### Placement view

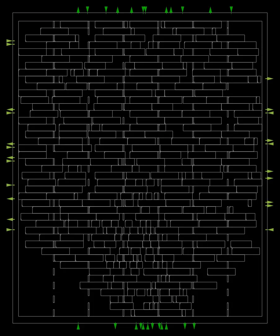
### Wiring heat map

(2 px per um) The die is cut into 20 by 25 equal tiles; dark purple is low, yellow is high, scaled to the fullest tile. Values are wire area over tile area, all layers added.
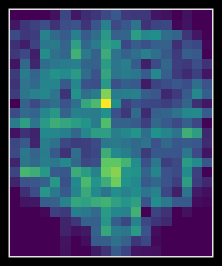
### Routed metal, one colour a layer

(3 px per um) Only two layers are drawn.
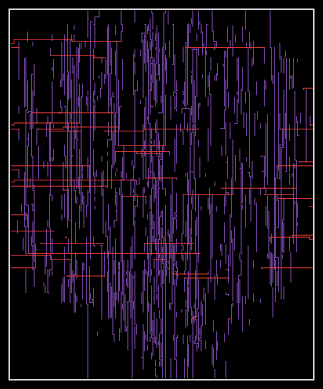
**config.mk**
```make
export PLATFORM = sky130hd
export DESIGN_NAME = os_drain_collector
export DESIGN_NICKNAME = d
export VERILOG_FILES = /design/src/rtl/os_pkg.sv /design/src/rtl/os_sync_fifo.sv /design/src/rtl/os_drain_collector.sv
export SDC_FILE = /design/constraint.sdc
export NUM_CORES = 1
export LEC_CHECK = 0
export CAP_MARGIN = 10
export CORE_AREA = 2 2 99 121
export DETAILED_ROUTE_END_ITERATION = 6
export DIE_AREA = 0 0 101 123
export DONT_BUFFER_PORTS = 1
export PLACE_DENSITY = 0.75
export SKIP_LAST_GASP = 1
export SLEW_MARGIN = 20
export SYNTH_ARGS = -nofsm -noshare
export SYNTH_HDL_FRONTEND = slang
export SYNTH_SLANG_ARGS = --single-unit
export TNS_END_PERCENT = 10
```
**constraint.sdc**
```tcl
create_clock -name clk -period 5.15 [get_ports clk]
set_input_delay 0.7725 -clock clk [delete_from_list [all_inputs] [get_ports clk]]
set_output_delay 0.7725 -clock clk [all_outputs]
set_load 0.02 [all_outputs]
```
**src/rtl/os_pkg.sv**
```systemverilog
// Shared types for the output-stationary drain collector: default build widths,
// the tagged beat record and the collector FSM states.
package os_pkg;

    localparam int D_W_DFLT   = 8;
    localparam int N_DFLT     = 4;
    localparam int DEPTH_DFLT = 8;
    localparam int RES_W      = 2 * D_W_DFLT;
    localparam int ROW_W      = $clog2(N_DFLT);

    typedef struct packed {
        logic [RES_W-1:0] data;
        logic [ROW_W-1:0] row;
        logic             last;
    } beat_t;

    typedef enum logic [1:0] {
        IDLE,
        COLLECT,
        WAIT_EMPTY,
        DONE
    } state_e;

endpackage

```
**src/rtl/os_sync_fifo.sv**
```systemverilog
// Single-clock FIFO with an extra pointer bit to tell full from empty.
// Read data comes straight from the storage array, so a push is visible one edge later.
module os_sync_fifo #(
    parameter int WIDTH = 19,
    parameter int DEPTH = 8
) (
    input  logic             clk,
    input  logic             rst,
    input  logic             push,
    input  logic             pop,
    input  logic [WIDTH-1:0] din,
    output logic [WIDTH-1:0] dout,
    output logic             full,
    output logic             empty
);

    localparam int AW = $clog2(DEPTH);

    logic [WIDTH-1:0] r_mem [DEPTH];
    logic [AW:0]      r_wr_ptr;
    logic [AW:0]      r_rd_ptr;
    logic             w_do_push;
    logic             w_do_pop;

    // A full FIFO still takes a push when the same edge frees a slot.
    assign w_do_push = push && (!full || pop);
    assign w_do_pop  = pop && !empty;

    assign empty = (r_wr_ptr == r_rd_ptr);
    assign full  = (r_wr_ptr[AW] != r_rd_ptr[AW]) &&
                   (r_wr_ptr[AW-1:0] == r_rd_ptr[AW-1:0]);
    assign dout  = r_mem[r_rd_ptr[AW-1:0]];

    // NOTE: storage has no reset; contents are only observed behind a non-empty flag.
    always_ff @(posedge clk) begin
        if (w_do_push) begin
            r_mem[r_wr_ptr[AW-1:0]] <= din;
        end
    end

    // NOTE: sequential state uses non-blocking assignments so every flop samples pre-edge values.
    always_ff @(posedge clk or posedge rst) begin
        if (rst) begin
            r_wr_ptr <= '0;
            r_rd_ptr <= '0;
        end else begin
            if (w_do_push) r_wr_ptr <= r_wr_ptr + 1'b1;
            if (w_do_pop)  r_rd_ptr <= r_rd_ptr + 1'b1;
        end
    end

endmodule

```
**src/rtl/os_drain_collector.sv**
```systemverilog
// Bottom-of-column drain receiver: tags each result with its row, buffers it and
// re-presents it on a valid/ready stream since the PE chain cannot be stalled.
module os_drain_collector
    import os_pkg::*;
#(
    parameter int D_W   = 8,
    parameter int N     = 4,
    parameter int DEPTH = 8
) (
    input  logic                 clk,
    input  logic                 rst,
    input  logic                 start,
    input  logic [2*D_W-1:0]     in_data,
    input  logic                 in_valid,
    output logic [2*D_W-1:0]     m_data,
    output logic [$clog2(N)-1:0] m_row,
    output logic                 m_last,
    output logic                 m_valid,
    input  logic                 m_ready,
    output logic                 busy,
    output logic                 done,
    output logic                 err_ovf,
    output logic                 err_unexp,
    input  logic                 err_clr
);

    localparam int             RW       = 2 * D_W;
    localparam int             CW       = $clog2(N);
    localparam int             BW       = RW + CW + 1;
    localparam logic [CW-1:0]  LAST_CNT = CW'(N - 1);

    state_e          r_state;
    state_e          w_state_nxt;
    logic [CW-1:0]   r_count;
    logic            r_err_ovf;
    logic            r_err_unexp;
    logic            w_beat;
    logic            w_last;
    logic [CW-1:0]   w_row;
    logic            w_pop;
    logic            w_full;
    logic            w_empty;
    logic            w_ovf;
    logic            w_unexp;
    logic [BW-1:0]   w_din;
    logic [BW-1:0]   w_dout;

    // The bottom row leaves the column first, so rows are tagged in descending order.
    assign w_beat  = (r_state == COLLECT) && in_valid;
    assign w_last  = (r_count == LAST_CNT);
    assign w_row   = LAST_CNT - r_count;
    assign w_din   = {in_data, w_row, w_last};
    assign w_pop   = m_ready && !w_empty;
    assign w_ovf   = w_beat && w_full && !w_pop;
    assign w_unexp = in_valid && (r_state != COLLECT);

    os_sync_fifo #(
        .WIDTH(BW),
        .DEPTH(DEPTH)
    ) u_fifo (
        .clk  (clk),
        .rst  (rst),
        .push (w_beat),
        .pop  (w_pop),
        .din  (w_din),
        .dout (w_dout),
        .full (w_full),
        .empty(w_empty)
    );

    always_ff @(posedge clk or posedge rst) begin
        if (rst) r_state <= IDLE;
        else     r_state <= w_state_nxt;
    end

    // NOTE: defaults first so no path through the case leaves a signal unassigned (no latch).
    always_comb begin
        w_state_nxt = r_state;
        case (r_state)
            IDLE:       if (start) w_state_nxt = COLLECT;
            COLLECT:    if (w_beat && w_last) w_state_nxt = WAIT_EMPTY;
            WAIT_EMPTY: if (w_empty) w_state_nxt = DONE;
            DONE:       w_state_nxt = IDLE;
            default:    w_state_nxt = IDLE;
        endcase
    end

    // A dropped beat still advances the count so the drain always terminates.
    always_ff @(posedge clk or posedge rst) begin
        if (rst) begin
            r_count <= '0;
        end else if ((r_state == IDLE) && start) begin
            r_count <= '0;
        end else if (w_beat) begin
            r_count <= w_last ? '0 : r_count + CW'(1);
        end
    end

    // Sticky flags: a new event outranks a same-cycle clear.
    always_ff @(posedge clk or posedge rst) begin
        if (rst) begin
            r_err_ovf   <= 1'b0;
            r_err_unexp <= 1'b0;
        end else begin
            if (w_ovf)        r_err_ovf <= 1'b1;
            else if (err_clr) r_err_ovf <= 1'b0;
            if (w_unexp)      r_err_unexp <= 1'b1;
            else if (err_clr) r_err_unexp <= 1'b0;
        end
    end

    always_comb begin
        m_valid                  = !w_empty;
        {m_data, m_row, m_last}  = m_valid ? w_dout : '0;
    end

    assign busy      = (r_state != IDLE);
    assign done      = (r_state == DONE);
    assign err_ovf   = r_err_ovf;
    assign err_unexp = r_err_unexp;

endmodule

```
==> flow report <==
================================================================================
Sequential cell power .............................................      1.77 mW
Beginning of the critical path .................................... u_fifo.r_rd_ptr[0]
Post-route fraction of the period consumed by the critical path ...       67.31%
Maximum number of pins on one net before global-route repair ......           24
Quantity of I/O buffers inserted on ports .........................            0
Cell types occupying the most area after synthesis ................ sky130_fd_sc_hd__edfxtp_1 69%, sky130_fd_sc_hd__mux4_2 13%, sky130_fd_sc_hd__dfrtp_1 5.3%
Number of antenna violations at the first check in global routing .            0
Fin worst setup slack .............................................     1.683 ns
Result of the run ................................................. finished, final reports clean
Tightest slew margin relative to the limit ........................       27.55%
Period minus WS final .............................................     3.467 ns
Vias in the first global route ....................................         3156
Sum of met2 wire segment lengths after detailed routing ...........      5923 um
Clock tree root buffer cell ....................................... sky130_fd_sc_hd__clkbuf_16
Max power group ...................................................    registers
Placed cell count .................................................          455
Die W .............................................................       101 um
Number of nets with antenna violations after routing ..............            0
Crit path max fanout ..............................................           22
Number of max-capacitance violations reported .....................            0
Layout overhead on the synthesized area ...........................       11.73%
Uppermost routed layer ............................................         met4
Classification of the worst-slack hold path .......................  in -> async
Critical path type ................................................   reg -> out
Instance count on the critical path ...............................            4
Worst setup slack after placement .................................     2.038 ns
Syn Nets ..........................................................          356
Final Hold Vio Count ..............................................            0
Share of final layout cell area taken by non-clock buffers ........       1.013%
Remaining global-route overflow ...................................            0
Slowest cell on the critical path ................................. sky130_fd_sc_hd__dfrtp_2
Non-clock inverters ...............................................           12
================================================================================
-- 'Placement view' (at the start) --
Core ar.: 0.01130 mm2
sequential cell count of the final layout: 166
total of fill cells in the finished design: 748

-- 'Wiring heat map' (at the start) --
mean over tiles = 0.14
nearly empty tiles = 13%
densest ninth of the die = centre
fullest tile = 0.51
mean routed wirelength per cell: 23.09 um
wire length reported by the detailed router: 11240 um
total routing resource utilization after global routing: 19.74%
total number of vias: 3001

-- 'Routed metal, one colour a layer' (at the start) --
M2 -> purple  # wire length 5920 um
M3 -> red  # wire length 697 um

Power is estimated from default activity; no workload was simulated.
